<file path="src/rtl/free_list_pkg.sv">
// Shared sys_defs machine-width macros plus derived free-list constants and pointer helper.
`ifndef SYS_DEFS_SVH
`define SYS_DEFS_SVH
`define N_WAY      2
`define N_ROB      8
`define N_PHYS_REG 64
`define N_ARCH_REG 32
`define CDB_BITS   $clog2(`N_PHYS_REG)
`define FL_DEPTH   (`N_PHYS_REG - `N_ARCH_REG)
`endif

package free_list_pkg;
  localparam int NW       = `N_WAY;
  localparam int NROB     = `N_ROB;
  localparam int NPHYS    = `N_PHYS_REG;
  localparam int NARCH    = `N_ARCH_REG;
  localparam int CB       = `CDB_BITS;
  localparam int FL_DEPTH = `FL_DEPTH;
  localparam int PTR_W    = $clog2(FL_DEPTH);
  localparam int CNT_W    = $clog2(NPHYS) + 1;
  localparam int AVAIL_W  = $clog2(NW) + 1;
  localparam int NCAND    = NW + NROB;
  localparam int PCNT_W   = $clog2(NCAND + 1);

  // FIFO pointer plus offset, wrapped modulo FL_DEPTH.
  function automatic logic [PTR_W-1:0] wrap(input logic [PTR_W-1:0] p, input int unsigned off);
    int unsigned s;
    s = (32'(p) + off) % FL_DEPTH;
    return s[PTR_W-1:0];
  endfunction
endpackage

</file>
<file path="src/rtl/fl_push_compact.sv">
// Packs valid push candidates (priority order) into consecutive slots and counts them.
module fl_push_compact
  import free_list_pkg::*;
(
  input  logic [NCAND-1:0]         i_vld,
  input  logic [NCAND-1:0][CB-1:0] i_tag,
  output logic [NCAND-1:0][CB-1:0] o_tag,
  output logic [PCNT_W-1:0]        o_cnt
);
  logic [PCNT_W-1:0] w_pos;

  always_comb begin
    o_tag = '0;
    w_pos = '0;
    for (int i = 0; i < NCAND; i++) begin
      if (i_vld[i]) begin
        o_tag[w_pos] = i_tag[i];
        w_pos        = w_pos + PCNT_W'(1);
      end
    end
    o_cnt = w_pos;
  end
endmodule

</file>
<file path="src/rtl/free_list.sv">
// Physical-tag free list: circular FIFO, zero-latency multi-lane allocate, compacted multi-push.
module free_list
  import free_list_pkg::*;
(
  input  logic                   clock,
  input  logic                   reset,
  input  logic [NW-1:0]          retire_valid,
  input  logic [NW-1:0][CB-1:0]  retire_told,
  input  logic                   branch_haz,
  input  logic [NROB-1:0][CB-1:0] free_list_haz,
  input  logic [NW-1:0]          alloc_req,
  output logic [NW-1:0][CB-1:0]  alloc_tag,
  output logic [NW-1:0]          alloc_valid,
  output logic [AVAIL_W-1:0]     free_avail,
  output logic [CNT_W-1:0]       free_count,
  output logic                   overflow
);
  logic [CB-1:0]    r_mem [FL_DEPTH];
  logic [PTR_W-1:0] r_head, r_tail;
  logic [CNT_W-1:0] r_count;
  logic             r_overflow;

  logic [NCAND-1:0]         w_cvld;
  logic [NCAND-1:0][CB-1:0] w_ctag, w_comp;
  logic [PCNT_W-1:0]        w_push;
  logic [CNT_W-1:0]         w_pops, w_live, w_room, w_acc;
  logic                     w_ovf;

  for (genvar k = 0; k < NW; k++) begin : g_lane
    assign alloc_tag[k]   = r_mem[wrap(r_head, k)];
    assign alloc_valid[k] = (r_count > CNT_W'(k)) && !branch_haz;
  end

  always_comb begin
    for (int k = 0; k < NW; k++) begin
      w_cvld[k] = retire_valid[k] && (retire_told[k] != '0);
      w_ctag[k] = retire_told[k];
    end
    // Squashed tags only count as candidates during recovery.
    for (int i = 0; i < NROB; i++) begin
      w_cvld[NW+i] = branch_haz && (free_list_haz[i] != '0);
      w_ctag[NW+i] = free_list_haz[i];
    end
  end

  fl_push_compact u_compact (
    .i_vld (w_cvld),
    .i_tag (w_ctag),
    .o_tag (w_comp),
    .o_cnt (w_push)
  );

  always_comb begin
    w_pops = '0;
    for (int k = 0; k < NW; k++)
      if (alloc_req[k] && alloc_valid[k]) w_pops = w_pops + CNT_W'(1);
    w_live = r_count - w_pops;
    w_room = CNT_W'(FL_DEPTH) - w_live;
    w_ovf  = CNT_W'(w_push) > w_room;
    w_acc  = w_ovf ? w_room : CNT_W'(w_push);
  end

  always_ff @(posedge clock or negedge reset) begin
    if (!reset) begin
      for (int i = 0; i < FL_DEPTH; i++) r_mem[i] <= CB'(NARCH + i);
      r_head     <= '0;
      r_tail     <= '0;
      r_count    <= CNT_W'(FL_DEPTH);
      r_overflow <= 1'b0;
    end else begin
      // Excess candidates beyond the free room are silently dropped.
      for (int j = 0; j < NCAND; j++)
        if (32'(j) < 32'(w_acc)) r_mem[wrap(r_tail, 32'(j))] <= w_comp[j];
      r_head  <= wrap(r_head, 32'(w_pops));
      r_tail  <= wrap(r_tail, 32'(w_acc));
      r_count <= w_live + w_acc;
      if (w_ovf) r_overflow <= 1'b1;
    end
  end

  assign free_count = r_count;
  assign free_avail = (r_count >= CNT_W'(NW)) ? AVAIL_W'(NW) : AVAIL_W'(r_count);
  assign overflow   = r_overflow;
endmodule
</file>
<file path="config.mk">
export PLATFORM = sky130hd
export DESIGN_NAME = free_list
export DESIGN_NICKNAME = d
export VERILOG_FILES = /design/src/rtl/free_list_pkg.sv /design/src/rtl/fl_push_compact.sv /design/src/rtl/free_list.sv
export SDC_FILE = /design/constraint.sdc
export NUM_CORES = 2
export LEC_CHECK = 0
export ABC_AREA = 1
export CORE_MARGIN = 2
export CORE_UTILIZATION = 40
export DETAILED_ROUTE_END_ITERATION = 8
export PLACE_DENSITY = 0.57
export SLEW_MARGIN = 5
export SYNTH_ARGS = -nofsm -noshare
export SYNTH_HDL_FRONTEND = slang
export SYNTH_SLANG_ARGS = --single-unit
</file>
<file path="constraint.sdc">
create_clock -name clock -period 7.63 [get_ports clock]
set_clock_uncertainty 0.05 [all_clocks]
set_input_delay 1.526 -clock clock [delete_from_list [all_inputs] [get_ports clock]]
set_output_delay 1.526 -clock clock [all_outputs]
set_load 0.05 [all_outputs]
</file>
==> images/closeup.png <==
Scale bar: 10 um. Region (154, 87) to (179, 112) um. Cells in gray, sequential cells in the stronger gray; small squares are vias.
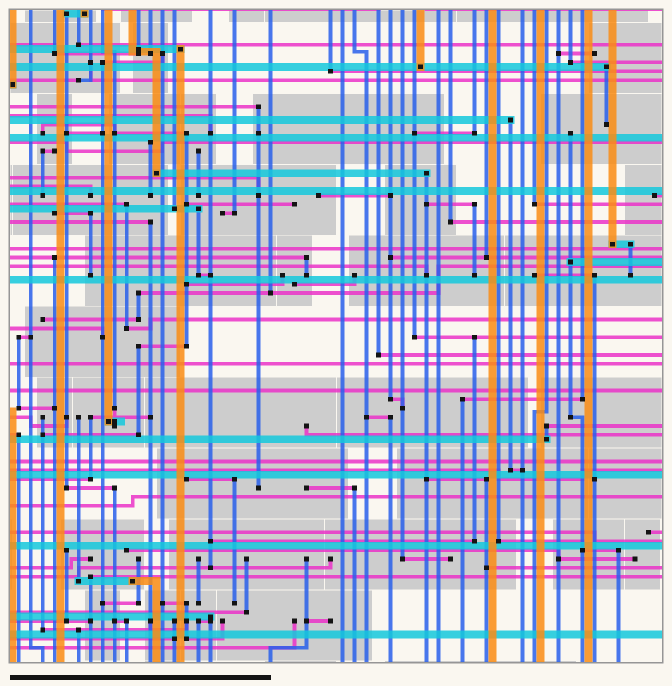
| color | layer |
|---|---|
| blue | M2 |
| orange | M4 |
| magenta | M1 |
| cyan | M3 |
most frequent: buf_12 (10), nor2_1 (8), a21oi_4 (6)
cells with their middle in the window: 31
sequential cells in the window: 0

==> images/clock_wires.png <==
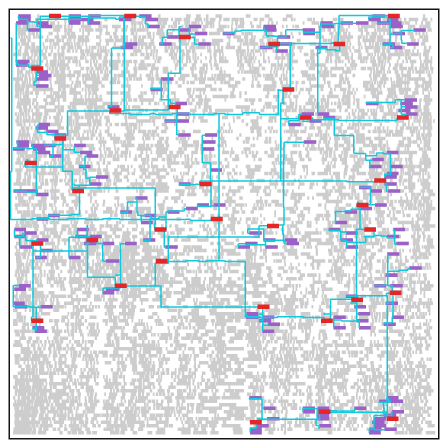
[red] clock-net drivers | count: 34
[cyan] clock wires | length: 5170 um
[purple] flip-flops | count: 210
routed clock nets: 35
clock power share: 5.1%
clock group total power: 1.79 mW
Skew-Pair Late Insertion Delay: 0.66 ns

==> flow_summary.toml <==
# generated from flow reports
[worst_setup_path]
critical_path.max_stage_delay_ns = 0.59
crit_path_max_fanout = 7
cp_slowest_cell = "sky130_fd_sc_hd__fa_2"
setup.worst_path.end = "r_mem[136]$_DFF_PN0_"
start_kind = "input pin"
worst_r2r_startpoint = "free_count[5]$_DFF_PN1_"
critical_path_arrival_ns = 8.86
sum_of_buffers_and_inverters_on_the_critical_path = 9

[place]
io_buffers = 90
dpl_cell_area_um2 = 53700

[cts]
tritoncts_num_sinks = 210
cts_max_level = 2

[power_and_ir_drop]
p_sw_mw = 22.4
power_density_nw_per_um2 = 585

[run_status]
violated_checks = "design-rule violations, max-capacitance violations, negative setup slack"
status = "finished with violations"

[drt]
first_iter_violations = 12200
drcViolationCount = 7
highest_layer = "met5"
drt_pass1_iterations = 9

[grt]
global_route_wire_length_before_repair_mm = 434
grt_pass1_vias = 58500

[final_timing]
period_needed_ns = 8.37
number_of_setup_violations_in_the_final_report = 201
finalMaxSlewViolations = 0
setup_ws_ns = -0.739
tns_ns = -119.88

[job]
cap_violations = 1

[cells_and_area]
drive_above_1_share_pct = 24.1
mostFrequentLayoutCells = "2289 x sky130_fd_sc_hd__nand2_1, 1058 x sky130_fd_sc_hd__a21oi_1, 968 x sky130_fd_sc_hd__inv_1"

[synthesis]
xor_share_pct = 0.569
async_reset_ff_share_pct = 100
yosysTopAreaCellShare_pct = 21.4
synth_top_cell_by_area = "sky130_fd_sc_hd__nand2_1"

[hold_path]
min-delay-path-class = "flop to flop"

[die]
initial_utilization_pct = 40.3
==> images/route_heat.png <==
The die is cut into 33 by 33 equal tiles; black is low, pale yellow is high, scaled to the fullest tile. Values are wire area over tile area, all layers added.
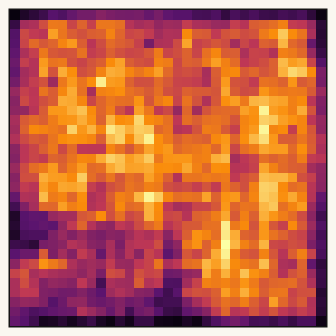
mean over tiles: 0.56
emptiest ninth of the die: lower left
tiles over half the peak: 66%
fullest tile: 1.0
vias after detailed routing: 67100
wirelength, routed: 323 mm
Total Routing Usage GR: 54.7%

==> images/placed.png <==
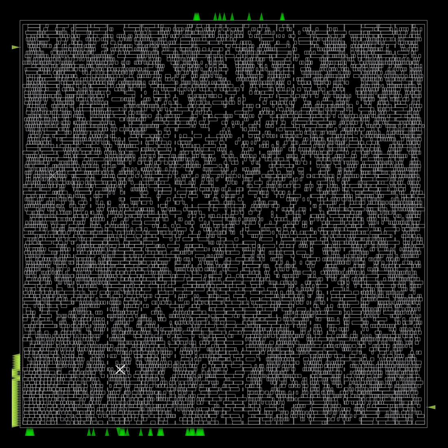
final core utilization: 56.1%
total core area: 107000 um2

Power is estimated from default activity; no workload was simulated.
